===== src/rtl/phold_sched.sv =====
// PHOLD scheduler: seeds the external priority queue, arbitrates new events from
// the cores into it, dispatches the queue head to idle cores and maintains GVT.
module phold_sched #(
  parameter int NCORE = 4,
  parameter int TW    = 16,
  parameter int LPW   = 3,
  parameter int NINIT = 4,
  parameter int CW    = 5,
  localparam int DW   = LPW + TW
) (
  input  logic                clk,
  input  logic                rst_n,
  input  logic                start,
  input  logic [TW-1:0]       end_time,
  input  logic [NCORE-1:0]    core_ready,
  output logic [NCORE-1:0]    core_evt_vld,
  output logic [DW-1:0]       core_evt_data,
  input  logic [NCORE-1:0]    core_new_vld,
  input  logic [NCORE*DW-1:0] core_new_data,
  output logic [NCORE-1:0]    core_ack,
  output logic                q_enq,
  output logic [DW-1:0]       q_wdata,
  output logic                q_deq,
  input  logic [DW-1:0]       q_rdata,
  input  logic [CW-1:0]       q_count,
  input  logic                q_full,
  output logic [TW-1:0]       gvt,
  output logic                rtn_vld,
  output logic                err,
  output logic                busy
);

  // Handshakes: a core's new event is consumed in the cycle its core_ack is high;
  // core_evt_vld is a one-cycle strobe offered only to a core showing core_ready;
  // q_enq and q_deq are one-cycle strobes and never coincide.
  localparam int PW = $clog2(NCORE);
  localparam int IW = LPW + 1;

  typedef enum logic [1:0] {S_IDLE, S_INIT, S_RUN, S_DONE} state_e;

  state_e            state_q, state_d;
  logic [TW-1:0]     end_time_q, end_time_d;
  logic [TW-1:0]     gvt_q, gvt_d;
  logic [IW-1:0]     idx_q, idx_d;
  logic [PW-1:0]     enq_ptr_q, enq_ptr_d;
  logic [PW-1:0]     deq_ptr_q, deq_ptr_d;
  logic [NCORE-1:0]  act_q, act_d;
  logic              err_q, err_d;
  logic [TW-1:0]     loc_time_q [NCORE];

  logic [PW:0]       enq_pick, deq_pick;
  logic [PW-1:0]     enq_idx, deq_idx;
  logic              cand_vld;
  logic [TW-1:0]     cand;

  function automatic logic [PW:0] rr_pick(input logic [NCORE-1:0] req,
                                          input logic [PW-1:0]    ptr);
    logic [PW:0]   r;
    logic [PW-1:0] c;
    r = '0;
    for (int k = 0; k < NCORE; k++) begin
      c = PW'((int'(ptr) + k) % NCORE);
      if (!r[PW] && req[c]) r = {1'b1, c};
    end
    return r;
  endfunction

  function automatic logic [PW-1:0] next_ptr(input logic [PW-1:0] g);
    return (g == PW'(NCORE - 1)) ? '0 : g + PW'(1);
  endfunction

  assign enq_pick = rr_pick(core_new_vld, enq_ptr_q);
  assign deq_pick = rr_pick(core_ready, deq_ptr_q);
  assign enq_idx  = enq_pick[PW-1:0];
  assign deq_idx  = deq_pick[PW-1:0];

  // Smallest timestamp still in flight: active cores plus the queue head.
  always_comb begin
    cand_vld = 1'b0;
    cand     = '0;
    if (q_count != '0) begin
      cand_vld = 1'b1;
      cand     = q_rdata[TW-1:0];
    end
    for (int i = 0; i < NCORE; i++) begin
      if (act_q[i] && (!cand_vld || loc_time_q[i] < cand)) begin
        cand_vld = 1'b1;
        cand     = loc_time_q[i];
      end
    end
  end

  always_comb begin
    state_d      = state_q;
    end_time_d   = end_time_q;
    gvt_d        = gvt_q;
    idx_d        = idx_q;
    enq_ptr_d    = enq_ptr_q;
    deq_ptr_d    = deq_ptr_q;
    act_d        = act_q;
    err_d        = err_q;
    core_evt_vld = '0;
    core_ack     = '0;
    q_enq        = 1'b0;
    q_deq        = 1'b0;
    q_wdata      = '0;
    case (state_q)
      S_IDLE: begin
        if (start) begin
          end_time_d = end_time;
          gvt_d      = '0;
          idx_d      = '0;
          act_d      = '0;
          state_d    = S_INIT;
        end
      end
      S_INIT: begin
        if (!q_full) begin
          q_enq   = 1'b1;
          q_wdata = {idx_q[LPW-1:0], {TW{1'b0}}};
          if (idx_q == IW'(NINIT - 1)) state_d = S_RUN;
          else                         idx_d   = idx_q + IW'(1);
        end
      end
      S_RUN: begin
        if (cand_vld && cand > gvt_q) gvt_d = cand;
        // Termination outranks any grant in the same cycle.
        if (gvt_q > end_time_q) begin
          err_d   = 1'b0;
          state_d = S_DONE;
        end else if (q_count == '0 && act_q == '0 && core_new_vld == '0) begin
          err_d   = 1'b1;
          state_d = S_DONE;
        end else if (enq_pick[PW] && !q_full) begin
          q_enq     = 1'b1;
          enq_ptr_d = next_ptr(enq_idx);
          for (int i = 0; i < NCORE; i++) begin
            if (enq_idx == PW'(i)) begin
              core_ack[i] = 1'b1;
              q_wdata     = core_new_data[i*DW +: DW];
              act_d[i]    = 1'b0;
            end
          end
        end else if (deq_pick[PW] && q_count != '0) begin
          q_deq     = 1'b1;
          deq_ptr_d = next_ptr(deq_idx);
          for (int i = 0; i < NCORE; i++) begin
            if (deq_idx == PW'(i)) begin
              core_evt_vld[i] = 1'b1;
              act_d[i]        = 1'b1;
            end
          end
        end
      end
      S_DONE:  state_d = S_IDLE;
      default: state_d = S_IDLE;
    endcase
  end

  always_ff @(posedge clk or negedge rst_n) begin
    if (!rst_n) begin
      state_q    <= S_IDLE;
      end_time_q <= '0;
      gvt_q      <= '0;
      idx_q      <= '0;
      enq_ptr_q  <= '0;
      deq_ptr_q  <= '0;
      act_q      <= '0;
      err_q      <= 1'b0;
    end else begin
      state_q    <= state_d;
      end_time_q <= end_time_d;
      gvt_q      <= gvt_d;
      idx_q      <= idx_d;
      enq_ptr_q  <= enq_ptr_d;
      deq_ptr_q  <= deq_ptr_d;
      act_q      <= act_d;
      err_q      <= err_d;
    end
  end

  always_ff @(posedge clk or negedge rst_n) begin
    if (!rst_n) begin
      for (int i = 0; i < NCORE; i++) loc_time_q[i] <= '0;
    end else begin
      for (int i = 0; i < NCORE; i++) begin
        if (core_evt_vld[i]) loc_time_q[i] <= q_rdata[TW-1:0];
      end
    end
  end

  assign core_evt_data = q_rdata;
  assign gvt           = gvt_q;
  assign rtn_vld       = (state_q == S_DONE);
  assign err           = (state_q == S_DONE) && err_q;
  assign busy          = (state_q != S_IDLE);

endmodule


===== config.mk =====
export PLATFORM = sky130hd
export DESIGN_NAME = phold_sched
export DESIGN_NICKNAME = d
export VERILOG_FILES = /design/src/rtl/phold_sched.sv
export SDC_FILE = /design/constraint.sdc
export NUM_CORES = 1
export LEC_CHECK = 0
export ABC_AREA = 1
export CAP_MARGIN = 40
export CORE_MARGIN = 3
export CORE_UTILIZATION = 35
export CTS_CLUSTER_SIZE = 20
export DETAILED_ROUTE_END_ITERATION = 10
export PLACE_DENSITY = 0.68
export SYNTH_ARGS = -nofsm -noshare
export SYNTH_HDL_FRONTEND = slang
export SYNTH_SLANG_ARGS = --single-unit

===== constraint.sdc =====
create_clock -name clk -period 17.8 [get_ports clk]
set_input_delay 2.67 -clock clk [delete_from_list [all_inputs] [get_ports clk]]
set_output_delay 2.67 -clock clk [all_outputs]
set_load 0.005 [all_outputs]

Clock network drawn from the DEF:
The bar under the picture is 50 um long.
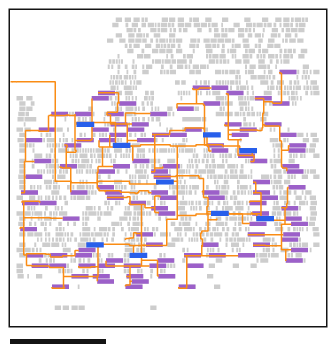
[purple] flip-flops | count: 111
[blue] cells driving clock nets | count: 9
[orange] clock wires | length: 1,660 um
routed clock nets: 10

A small window of the routed layout:
Region (62, 62) to (102, 102) um. Cells in grey, sequential cells in the stronger grey; small squares are vias.
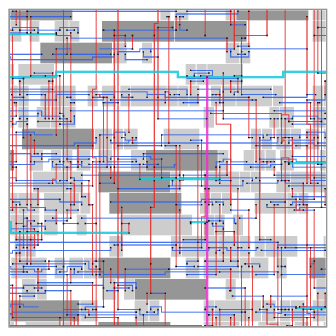
[cyan] met3
[magenta] met4
[blue] met1
[red] met2
cells with their middle in the window: 126
netlist names of flops here include: loc_time_q (10)
sequential cells in the window: 10
most frequent: nand2_1 (44), o21ai_0 (16), ha_1 (14)

==> flow_summary_export.csv <==
group,metric,value,unit
status,outcome,"finished, final reports clean",
floorplanning,floorplan.initialDensity,35.78,%
power,max-vdd-ir-drop,0.09037,mV
worst_setup_path,path_max_fanout,31,
cells_and_area,layout_top_cell_excl_fill_tap,"sky130_fd_sc_hd__nand2_1",
synth,cell_type_with_the_largest_total_area,"sky130_fd_sc_hd__dfrtp_1",
detailed_routing,routed_length_on_met2,10890,um
cells_and_area,flop_share_of_the_area,25.11,%
synth,synthFlopType,"sky130_fd_sc_hd__dfrtp_1",
final_timing,worst-slew-pin-transition,815.8,ps
detailed_routing,met1_length,12180,um
synth,fp_nets,1467,
floorplanning,io_pins,195,
cells_and_area,final_area,0.01106,sq mm
power,pwr_density,200.5,mW/mm^2
cells_and_area,relative_area_of_non_clock_buffer_cells_in_the_final_design,17.85,%
cells_and_area,final-instance-count-excl-fill,1704,
place,cell_total_after_placement,1688,
clock_tree,number_of_buffers_created_by_cts,9,
clock_tree,clock_sinks,111,
synth,netlist.area_leader.share,31.73,%
clock_tree,htree_num_levels,3,
synth,ys_chip_area,0.008753,sq mm
synth,synth_cell_type_count,37,
final_timing,fmaxAchievable,85.22,MHz
detailed_routing,dr.max_layer_used,"met4",
detailed_routing,num_vias,8416,
clock_tree,tritoncts_clock_tree,"yes",
power,power.sequential.fraction,21.3,%
final_timing,hold-worst-slack,488.0,ps
run,cap_viol_max_count,0,
cells_and_area,regMostFlops,"loc_time_q",
clock_tree,cts_hold_buffers,0,
grt,globalRoute.busiestLayer,"met2",
clock_tree,cts_root_buffer,"sky130_fd_sc_hd__clkbuf_16",
grt,grt_max_degree,55,
min_path,hold_path.class,"flip-flop to flip-flop",
floorplanning,rows,57,
synth,synth_async_sr_flop_share,100.0,%
grt,grt_pass1_vias,7790,
cells_and_area,n_clock_buffer,12,
synth,yosysWarnings,0,
synth,syn-instance-count,1233,
power,powerComb,1560,uW
grt,use_met1,26.33,%
power,post-layout-total-power,2218,uW
power,power.switching_fraction,51.85,%
final_timing,setup-tns-final,0,ps
power,internal-power,1068,uW
final_timing,final_max_slew_viol_count,0,
detailed_routing,antenna_left,0,
place,preCtsSetupSlack,5770,ps
cells_and_area,layout.area.seq,0.002778,sq mm
worst_setup_path,criticalPathCategory,"input pin to flip-flop",
floorplanning,floorplan.die.height,164.1,um
synth,topCellsByArea,"sky130_fd_sc_hd__dfrtp_1 (32%), sky130_fd_sc_hd__ha_1 (15%), sky130_fd_sc_hd__nand2_1 (14%), sky130_fd_sc_hd__o21ai_0 (9.0%), sky130_fd_sc_hd__inv_1 (6.1%)",
worst_setup_path,critPathArrivalTime,12030,ps
detailed_routing,detailedRoute.firstIterationViolations,614,
worst_setup_path,timing.critical_path.from_type,"input pin",
cells_and_area,layout-drive-gt1-share,2.611,%
worst_setup_path,critPathRequiredTime,18100,ps
final_timing,unrepaired_setup_endpoints_after_global_routing,"false",
clock_tree,post_cts.repair.setup_buffers,0,
final_timing,setup-violations-final,0,
clock_tree,postCtsResizedCells,0,
floorplanning,core-area,0.02446,sq mm
power,power.static_leakage,0.005346,uW
power,power.combinational.fraction,70.1,%
power,power.clock.total,190,uW
detailed_routing,finalWirelength,24620,um
cells_and_area,post-route-util,45.22,%
final_timing,min_period_over_period,65.92,%
cells_and_area,largest_reg_flops,64,
worst_setup_path,critPathMostFrequentCell,"sky130_fd_sc_hd__nand2_1",
synth,edf_count,0,
synth,yosysSeqAreaShare,31.73,%
worst_setup_path,timing.critical_path.slowest_cell_delay,420,ps
detailed_routing,wire_per_inst,14.45,um
detailed_routing,drcViolationCount,0,
grt,tot_gr_track_use,18.02,%
grt,grt_overflow,0,
synth,synthesis.area,0.008753,sq mm
cells_and_area,syn2layout_area_growth,26.36,%
synth,synth.avg_cell_area,7.099,sq um
worst_setup_path,crit_path_end_kind,"flip-flop",
synth,yosys-stat-cells,1233,
cells_and_area,dominant_cells,"combinational gates",
worst_setup_path,critical_path.slowest_cell,"sky130_fd_sc_hd__o21ai_0",
place,numPortBuffers,188,
clock_tree,cts.reportedPaths.clkPinSlew,70,ps
cells_and_area,most-common-layout-cells,"sky130_fd_sc_hd__nand2_1 (337), sky130_fd_sc_hd__clkdlybuf4s50_1 (187), sky130_fd_sc_hd__o21ai_0 (158)",
detailed_routing,route.met3.wl,1281,um
detailed_routing,dr.pass1.iters,8,
place,detailed_place.area,0.01080,sq mm
cells_and_area,sh_comb_area,46.20,%
cells_and_area,antenna-diode-count,1,
grt,grt.met2_usage,28.00,%
cells_and_area,clock_tree_area_fraction,2.330,%
run,stage_log_warnings,36,
synth,yosys_register_bits,111,
final_timing,clock_skew,10.88,ps
cells_and_area,nNetsFinal,1609,
final_timing,timing.final.ws_setup,6066,ps
cells_and_area,n_all_buffers,197,
final_timing,report.final.hold_viol_count,0,
cells_and_area,non_clock_inverter_count,142,
floorplanning,floorplan.die_area,0.02694,sq mm
grt,use_met3,3.430,%
floorplanning,taps,324,
floorplanning,die_w,164.1,um
power,power.group.top,"combinational logic",
place,detailed_place_hpwl,19430,um
power,power_switching,1150,uW
place,gp_congestion,0.8706,
grt,number_of_antenna_violations_at_the_first_check_in_global_routing,1,
cells_and_area,fillerInstances,2396,
clock_tree,cts-root-to-sink-buffers,2,
grt,wire_length_of_the_first_global_routing_pass,39370,um
detailed_routing,vias_per_cell,4.939,
cells_and_area,multiInputGateArea,0.005110,sq mm
power,share_clk_of_total_power,8.6,%
cells_and_area,comb.multi_input.count,914,
final_timing,finalWorstPathRequiredPeriod,11730,ps
power,seq-power,472,uW
final_timing,slew_headroom,45.61,%
Clock wiring as the flow saved it:
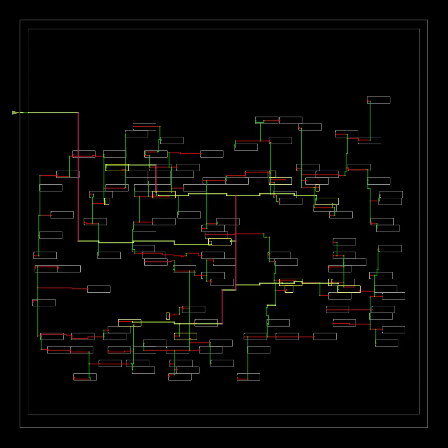
sequential cell count: 111
clk ins delay skew pair: 360 ps

## path summary, 6_finish.rpt
check	depth (start not counted)	slack, ps	end	from
max	54	6070	gvt[3]$_DFFE_PN0P_	q_count[3]
min	2	490	loc_time_q[32]$_DFFE_PN0P_	loc_time_q[32]$_DFFE_PN0P_
max reg2reg	50	8850	gvt[3]$_DFFE_PN0P_	loc_time_q[59]$_DFFE_PN0P_
min reg2reg	2	490	loc_time_q[32]$_DFFE_PN0P_	loc_time_q[32]$_DFFE_PN0P_
max in group asynchronous	3	14500	loc_time_q[44]$_DFFE_PN0P_	rst_n
min in group asynchronous	1	2290	idx_q[1]$_DFFE_PN0P_	rst_n
## critical path: cells and delay by family
| family | cells | cell delay [ps] |
|---|---|---|
| adders and majority gates | 5 | 1460 |
| and+or+nand+nor | 30 | 3640 |
| AOI/OAI and AO/OA | 16 | 3340 |
| buffers and inverters | 3 | 880 |
## synth_stat cells, types with 15 or more instances
master / number
sky130_fd_sc_hd__ha_1: 106
sky130_fd_sc_hd__inv_1: 142
sky130_fd_sc_hd__dfrtp_1: 111
sky130_fd_sc_hd__nor2_1: 53
sky130_fd_sc_hd__nand3_1: 95
sky130_fd_sc_hd__o211ai_1: 17
sky130_fd_sc_hd__clkbuf_1: 42
sky130_fd_sc_hd__o21ai_0: 158
sky130_fd_sc_hd__nand2_1: 337
sky130_fd_sc_hd__buf_4: 20
sky130_fd_sc_hd__a21oi_1: 59
sky130_fd_sc_hd__and2_1: 15
## logic make-up after synthesis
logic type | count (synthesis) | share of synthesized area (%)
adders and majority gates | 106 | 15.15
DFF | 111 | 31.73
and+or+nand+nor | 536 | 25.97
xor gates and xnor gates | 3 | 0.3002
buffers and inverters | 208 | 9.891
AOI/OAI and AO/OA | 269 | 16.95
No activity file was given, so power comes from the tool's default toggle rates.
